**src/rtl/abs_pos_pkg.sv**
```systemverilog
// Shared definitions for the absolute-position sequencer: operand width,
// sweep state encoding and index-width helper.
package abs_pos_pkg;

    localparam int unsigned OPER_W = 32;

    typedef enum logic [2:0] {
        ST_IDLE,
        ST_SELECT,
        ST_LAUNCH,
        ST_WAIT,
        ST_DONE
    } state_t;

    function automatic int unsigned idx_w(input int unsigned n);
        return (n > 1) ? $clog2(n) : 1;
    endfunction

endpackage

```
**src/rtl/abs_pos_axis_pick.sv**
```systemverilog
// Combinational search for the lowest enabled axis at or above the pointer.
module abs_pos_axis_pick #(
    parameter int unsigned NUM_AXES = 4,
    parameter int unsigned IDX_W    = 2
) (
    input  logic [NUM_AXES-1:0] mask,
    input  logic [IDX_W-1:0]    ptr,
    output logic [IDX_W-1:0]    idx,
    output logic                found
);

    always_comb begin
        idx   = '0;
        found = 1'b0;
        for (int unsigned i = 0; i < NUM_AXES; i++) begin
            if (!found && mask[i] && (i >= 32'(ptr))) begin
                idx   = IDX_W'(i);
                found = 1'b1;
            end
        end
    end

endmodule

```
**src/rtl/abs_pos_sequencer.sv**
```systemverilog
// Sweeps enabled axes through a shared position-calculation core and captures
// per-axis results. Define ABS_POS_TIMEOUT_EN to enable the per-axis WAIT timeout.
module abs_pos_sequencer
    import abs_pos_pkg::*;
#(
    parameter int unsigned NUM_AXES    = 4,
    parameter int unsigned POS_W       = 64,
    parameter int unsigned TIMEOUT_CYC = 1023
) (
    input  logic                         clk,
    input  logic                         rst,
    input  logic                         start,
    input  logic                         continuous,
    input  logic [NUM_AXES-1:0]          axis_en,
    input  logic [NUM_AXES*OPER_W-1:0]   axis_hw_counter,
    input  logic [NUM_AXES*OPER_W-1:0]   axis_set_pos_p1,
    input  logic [NUM_AXES*OPER_W-1:0]   axis_set_pos_p2,
    input  logic [NUM_AXES*OPER_W-1:0]   axis_counts_per_m,
    input  logic                         calc_done,
    input  logic [POS_W-1:0]             calc_result,
    output logic                         calc_start,
    output logic [OPER_W-1:0]            sel_hw_counter,
    output logic [OPER_W-1:0]            sel_set_pos_p1,
    output logic [OPER_W-1:0]            sel_set_pos_p2,
    output logic [OPER_W-1:0]            sel_counts_per_m,
    output logic [idx_w(NUM_AXES)-1:0]   sel_axis,
    output logic [NUM_AXES*POS_W-1:0]    abs_pos,
    output logic [NUM_AXES-1:0]          abs_pos_valid,
    output logic                         busy,
    output logic                         sweep_done,
    output logic [NUM_AXES-1:0]          timeout_err
);

    localparam int unsigned IDX_W = idx_w(NUM_AXES);

    if (NUM_AXES < 1 || NUM_AXES > 16 || TIMEOUT_CYC < 1) begin : g_cfg_check
        $error("abs_pos_sequencer: unsupported parameter set");
    end

    state_t               state, next_state;
    logic [NUM_AXES-1:0]  sweep_mask;
    logic [IDX_W-1:0]     ptr;
    logic [IDX_W-1:0]     pick_idx;
    logic                 pick_found;
    logic                 ptr_last;
    logic                 expire;
    logic                 wait_exit;
    logic                 new_sweep;

    abs_pos_axis_pick #(
        .NUM_AXES (NUM_AXES),
        .IDX_W    (IDX_W)
    ) u_pick (
        .mask  (sweep_mask),
        .ptr   (ptr),
        .idx   (pick_idx),
        .found (pick_found)
    );

    assign ptr_last  = (ptr == IDX_W'(NUM_AXES - 1));
    assign wait_exit = (state == ST_WAIT) && (calc_done || expire);
    assign new_sweep = ((state == ST_IDLE) && start) || ((state == ST_DONE) && continuous);

    always_ff @(posedge clk or negedge rst) begin
        if (!rst) state <= ST_IDLE;
        else      state <= next_state;
    end

    always_comb begin
        next_state = state;
        unique case (state)
            ST_IDLE:   if (start) next_state = ST_SELECT;
            ST_SELECT: next_state = pick_found ? ST_LAUNCH : ST_DONE;
            ST_LAUNCH: next_state = ST_WAIT;
            ST_WAIT:   if (wait_exit) next_state = ptr_last ? ST_DONE : ST_SELECT;
            ST_DONE:   next_state = continuous ? ST_SELECT : ST_IDLE;
            default:   next_state = ST_IDLE;
        endcase
    end

    // Status pulses are registered from next_state so they line up with the state they describe.
    always_ff @(posedge clk or negedge rst) begin
        if (!rst) begin
            calc_start       <= 1'b0;
            sweep_done       <= 1'b0;
            busy             <= 1'b0;
            sweep_mask       <= '0;
            ptr              <= '0;
            sel_axis         <= '0;
            sel_hw_counter   <= '0;
            sel_set_pos_p1   <= '0;
            sel_set_pos_p2   <= '0;
            sel_counts_per_m <= '0;
            abs_pos          <= '0;
            abs_pos_valid    <= '0;
        end else begin
            calc_start <= (next_state == ST_LAUNCH);
            sweep_done <= (next_state == ST_DONE);
            busy       <= (next_state != ST_IDLE);
            if (new_sweep) begin
                sweep_mask <= axis_en;
                ptr        <= '0;
            end
            if ((state == ST_SELECT) && pick_found) begin
                ptr              <= pick_idx;
                sel_axis         <= pick_idx;
                sel_hw_counter   <= axis_hw_counter[32'(pick_idx)*OPER_W +: OPER_W];
                sel_set_pos_p1   <= axis_set_pos_p1[32'(pick_idx)*OPER_W +: OPER_W];
                sel_set_pos_p2   <= axis_set_pos_p2[32'(pick_idx)*OPER_W +: OPER_W];
                sel_counts_per_m <= axis_counts_per_m[32'(pick_idx)*OPER_W +: OPER_W];
            end
            if (wait_exit) begin
                if (calc_done) begin
                    abs_pos[32'(sel_axis)*POS_W +: POS_W] <= calc_result;
                    abs_pos_valid[sel_axis]               <= 1'b1;
                end
                if (!ptr_last) ptr <= ptr + IDX_W'(1);
            end
        end
    end

`ifdef ABS_POS_TIMEOUT_EN
    localparam int unsigned TW = $clog2(TIMEOUT_CYC + 1);

    logic [TW-1:0] tcnt;

    // Expiry on the TIMEOUT_CYC-th WAIT cycle; a coincident calc_done takes priority.
    assign expire = (state == ST_WAIT) && !calc_done && (tcnt == TW'(TIMEOUT_CYC - 1));

    always_ff @(posedge clk or negedge rst) begin
        if (!rst) begin
            tcnt        <= '0;
            timeout_err <= '0;
        end else begin
            if ((state == ST_WAIT) && !calc_done && !expire) tcnt <= tcnt + TW'(1);
            else                                             tcnt <= '0;
            if (expire) timeout_err[sel_axis] <= 1'b1;
        end
    end
`else
    assign expire      = 1'b0;
    assign timeout_err = '0;
`endif

endmodule

```
**config.mk**
```make
export PLATFORM = sky130hd
export DESIGN_NAME = abs_pos_sequencer
export DESIGN_NICKNAME = d
export VERILOG_FILES = /design/src/rtl/abs_pos_pkg.sv /design/src/rtl/abs_pos_axis_pick.sv /design/src/rtl/abs_pos_sequencer.sv
export SDC_FILE = /design/constraint.sdc
export NUM_CORES = 1
export LEC_CHECK = 0
export CAP_MARGIN = 20
export CORE_AREA = 2 2 381 383
export DETAILED_ROUTE_END_ITERATION = 6
export DIE_AREA = 0 0 383 385
export PLACE_DENSITY = 0.32
export SYNTH_ARGS = -nofsm -noshare
export SYNTH_HDL_FRONTEND = slang
export SYNTH_SLANG_ARGS = --single-unit
```
**constraint.sdc**
```tcl
create_clock -name clk -period 2.7 [get_ports clk]
set_input_delay 0.54 -clock clk [delete_from_list [all_inputs] [get_ports clk]]
set_output_delay 0.54 -clock clk [all_outputs]
set_load 0.005 [all_outputs]
```
==> results.sh <==
# yosys + openroad results
export IMPL_area_share_combinational=0.270
export IMPL_top_layer="met5"
export IMPL_grt_antenna_before_repair=26
export IMPL_numSynthFlops=402
export IMPL_nets=3581
export IMPL_static_leakage_power_nw=12.9
export IMPL_detailedRoute_firstIterationViolations=937
export IMPL_floorplan_core_util=0.141
export IMPL_cp_top_family="buffers and inverters"
export IMPL_cp_buffers_inverters=1
export IMPL_die_w_um=383
export IMPL_cpMaxStageDelayCell="clkdlybuf4s50_1"
export IMPL_timing_max_transition_violations_final=0
export IMPL_internal_power_of_the_cells_w=0.0232
export IMPL_ff_latch_area_um2=10100
export IMPL_overflow=0
export IMPL_hold_viol_final=0
export IMPL_cts_max_path_buffers=3
export IMPL_gp_routability_congestion=0.800
export IMPL_netlist_cell_type_count=42
export IMPL_cp_startpoint="sel_counts_per_m[17]$_DFFE_PN0P_"
export IMPL_hpwl_detailed_um=91800
export IMPL_placement_cell_area_um2=32400
export IMPL_post_cts_resize_count=1
export IMPL_cts_hold_repair_buffers=1
export IMPL_reg2reg_depth=9
export IMPL_critPathRequiredTime_ns=2.16
export IMPL_sequential_cell_total=402
export IMPL_detail_route_drc_violations=0
export IMPL_global_route_wire_length_before_repair_um=172000
export IMPL_yosys_mux_area_fraction=0.0742
export IMPL_run_status="completed"
export IMPL_synth_top_cells_by_area="dfrtp_1 50%, nand2_1 9.7%, mux2_2 7.4%, o21ai_0 6.4%, o221ai_1 5.6%"
export IMPL_switching_power_w=0.0160
export IMPL_route_layer_met1_wl_um=50500
export IMPL_power_per_cell_area_nw_per_um2=1140
export IMPL_yosys_most_used_dff="dfrtp_1"
export IMPL_critPathMaxStageDelay_ns=0.82
export IMPL_power_frac_clock=0.199
export IMPL_layout_top_cell="clkdlybuf4s50_1"
export IMPL_reg2reg_end="sel_counts_per_m[25]$_DFFE_PN0P_"
export IMPL_dr_pass1_iters=5
export IMPL_postLayoutSetupSlackWorst_ns=0.338
export IMPL_synth_seq_share=0.498
export IMPL_chip_area_um2=147000
export IMPL_syn_mean_instance_area_um2=9.63
export IMPL_tap_cells=1903
export IMPL_xor_area_frac=0
export IMPL_synth_comb_largest_family="simple AND/OR/NAND/NOR gates"
export IMPL_crit_arrival_ns=1.82
export IMPL_first_global_vias=20900
export IMPL_largest_register="abs_pos"
export IMPL_common_cells="519 x nand2_1, 402 x dfrtp_1, 259 x o21ai_0, 146 x clkbuf_1"
export IMPL_clock_tree_htree_level_count=2
export IMPL_total_power_w=0.0392
export IMPL_cp_endpoint="sel_counts_per_m[17]"
export IMPL_p_comb_w=0.0213
export IMPL_max_clock_freq_ghz=0.423
export IMPL_edf_count=0
export IMPL_synth_most_common_cell="nand2_1"
export IMPL_logic_gates=1474
export IMPL_drt_antenna_violating_nets=0
export IMPL_global_route_usage_met3=0.0705
export IMPL_yosys_area_share_aoi=0.182
export IMPL_cell_by_cell_trace_of_the_critical_path="clkdlybuf4s50_1"
export IMPL_biggestCellCategory="buffers"
export IMPL_via_density_per_instance=3.99
export IMPL_clock_area_frac=0.0557
export IMPL_p_seq_frac=0.258
export IMPL_root_buffer="clkbuf_16"
export IMPL_nFillCells=15400
export IMPL_utilization_of_the_core_after_routing=0.240
export IMPL_simple_gate_area_frac=0.191
export IMPL_antenna_diode_count=12
export IMPL_clock_transition_at_the_registers_of_the_reported_paths_ns=0.06
export IMPL_final_period_minus_worst_setup_slack_ns=2.36
export IMPL_final_hold_worst_slack_ns=0.430
export IMPL_cap_viol_max_count=0
export IMPL_grt_max_degree=131
export IMPL_type_of_the_worst_setup_path="register to output pin"
export IMPL_cts_sink_cnt=402
export IMPL_synthAdderAreaFrac=0.00682
export IMPL_io_buffers=977
export IMPL_tritoncts="yes"
export IMPL_cts_post_setup_buffers_inserted=0
export IMPL_cp_depth=1
export IMPL_biggest_consumer="combinational logic"
export IMPL_dr_wl_met3_um=12100
export IMPL_ys_chip_area_um2=20200
export IMPL_commonest_non_fill_non_tap_cells_in_the_layout="976 x clkdlybuf4s50_1, 514 x nand2_1, 401 x dfrtp_1"
export IMPL_grt_busiest_layer="met2"
export IMPL_crit_path_start_kind="register"
export IMPL_syn_instance_count=2096
export IMPL_share_of_the_synthesized_area_in_the_top_cell_type=0.498
export IMPL_report_final_setup_viol=0
export IMPL_slew_limit_headroom=0.406
export IMPL_log_warning_count=44
export IMPL_p_sw_frac=0.408
export IMPL_ys_cells=2096
export IMPL_netlist_area_pre_place_um2=20200
export IMPL_largest_register_ffs=256
export IMPL_timing_worst_slew_pin_value_ns=0.890
export IMPL_regToRegStartpoint="ptr[1]$_DFF_PN0_"
export IMPL_netlist_top_cell_by_area="dfrtp_1"
### Metal 4

Scale bar: 100 µm. Cells faint in the background.
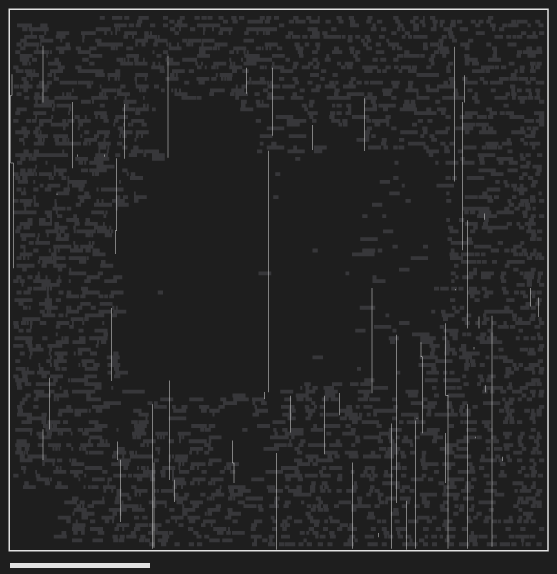
The layer holds 2.1% of the routed length. 32 nets have wire on it.
Total Wirelength: 125,000 µm
total vias in the final route: 19,700

### Drive-strength map

Scale bar: 100 µm.
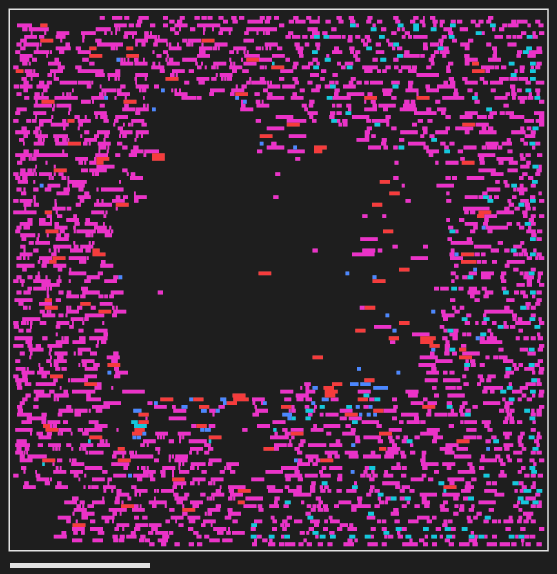
Key: drive 6 and up = red [cells 107, share 3.5%, most used clkbuf_16]; drive 2 = cyan [cells 147, share 4.9%, most used mux2_2]; drive 3 to 4 = blue [cells 56, share 1.8%, most used buf_4]; drive 1 or less = magenta [cells 2,720, share 90%, most used clkdlybuf4s50_1]
post-route design area: 34,300 µm²
Non-clock buffers: 1,044

### Metal layers overlaid

Two of the layers only.
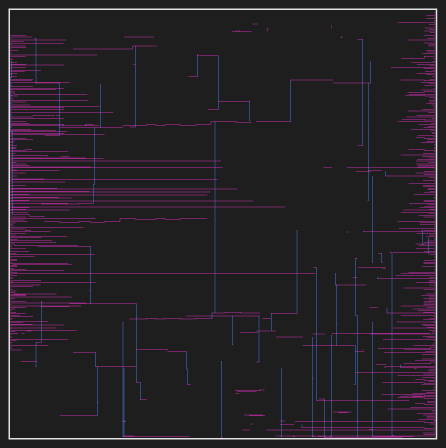
Key: met4 = blue [wire length 2,660 µm]; met3 = magenta [wire length 12,100 µm]
average routed wire per standard cell: 25.2 µm
GRT Resource Usage Total: 0.163

### Clock nets

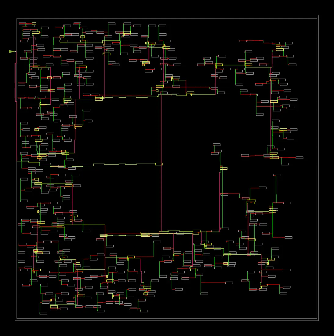
clock network latency to the later pin of the worst-skew pair: 0.65 ns
cts bufs inserted: 57
final setup skew: 0.0400 ns
clk pwr: 0.00780 W

### Signal wires on met2

Cells faint in the background.
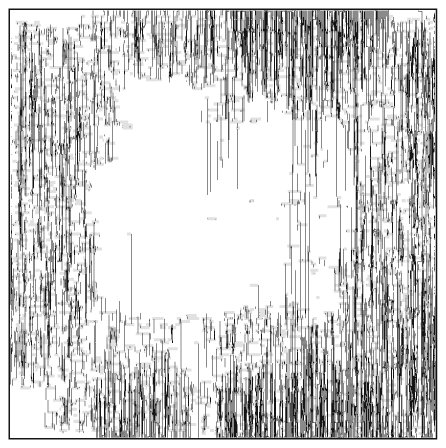
The wires run mostly vertical. The longest straight run is 169 µm. The layer carries 59.4 mm of wire. The layer holds 48% of the routed length. 2,860 nets have wire on it.
met2 Resource Use GR: 0.274

Power is estimated from default activity; no workload was simulated.
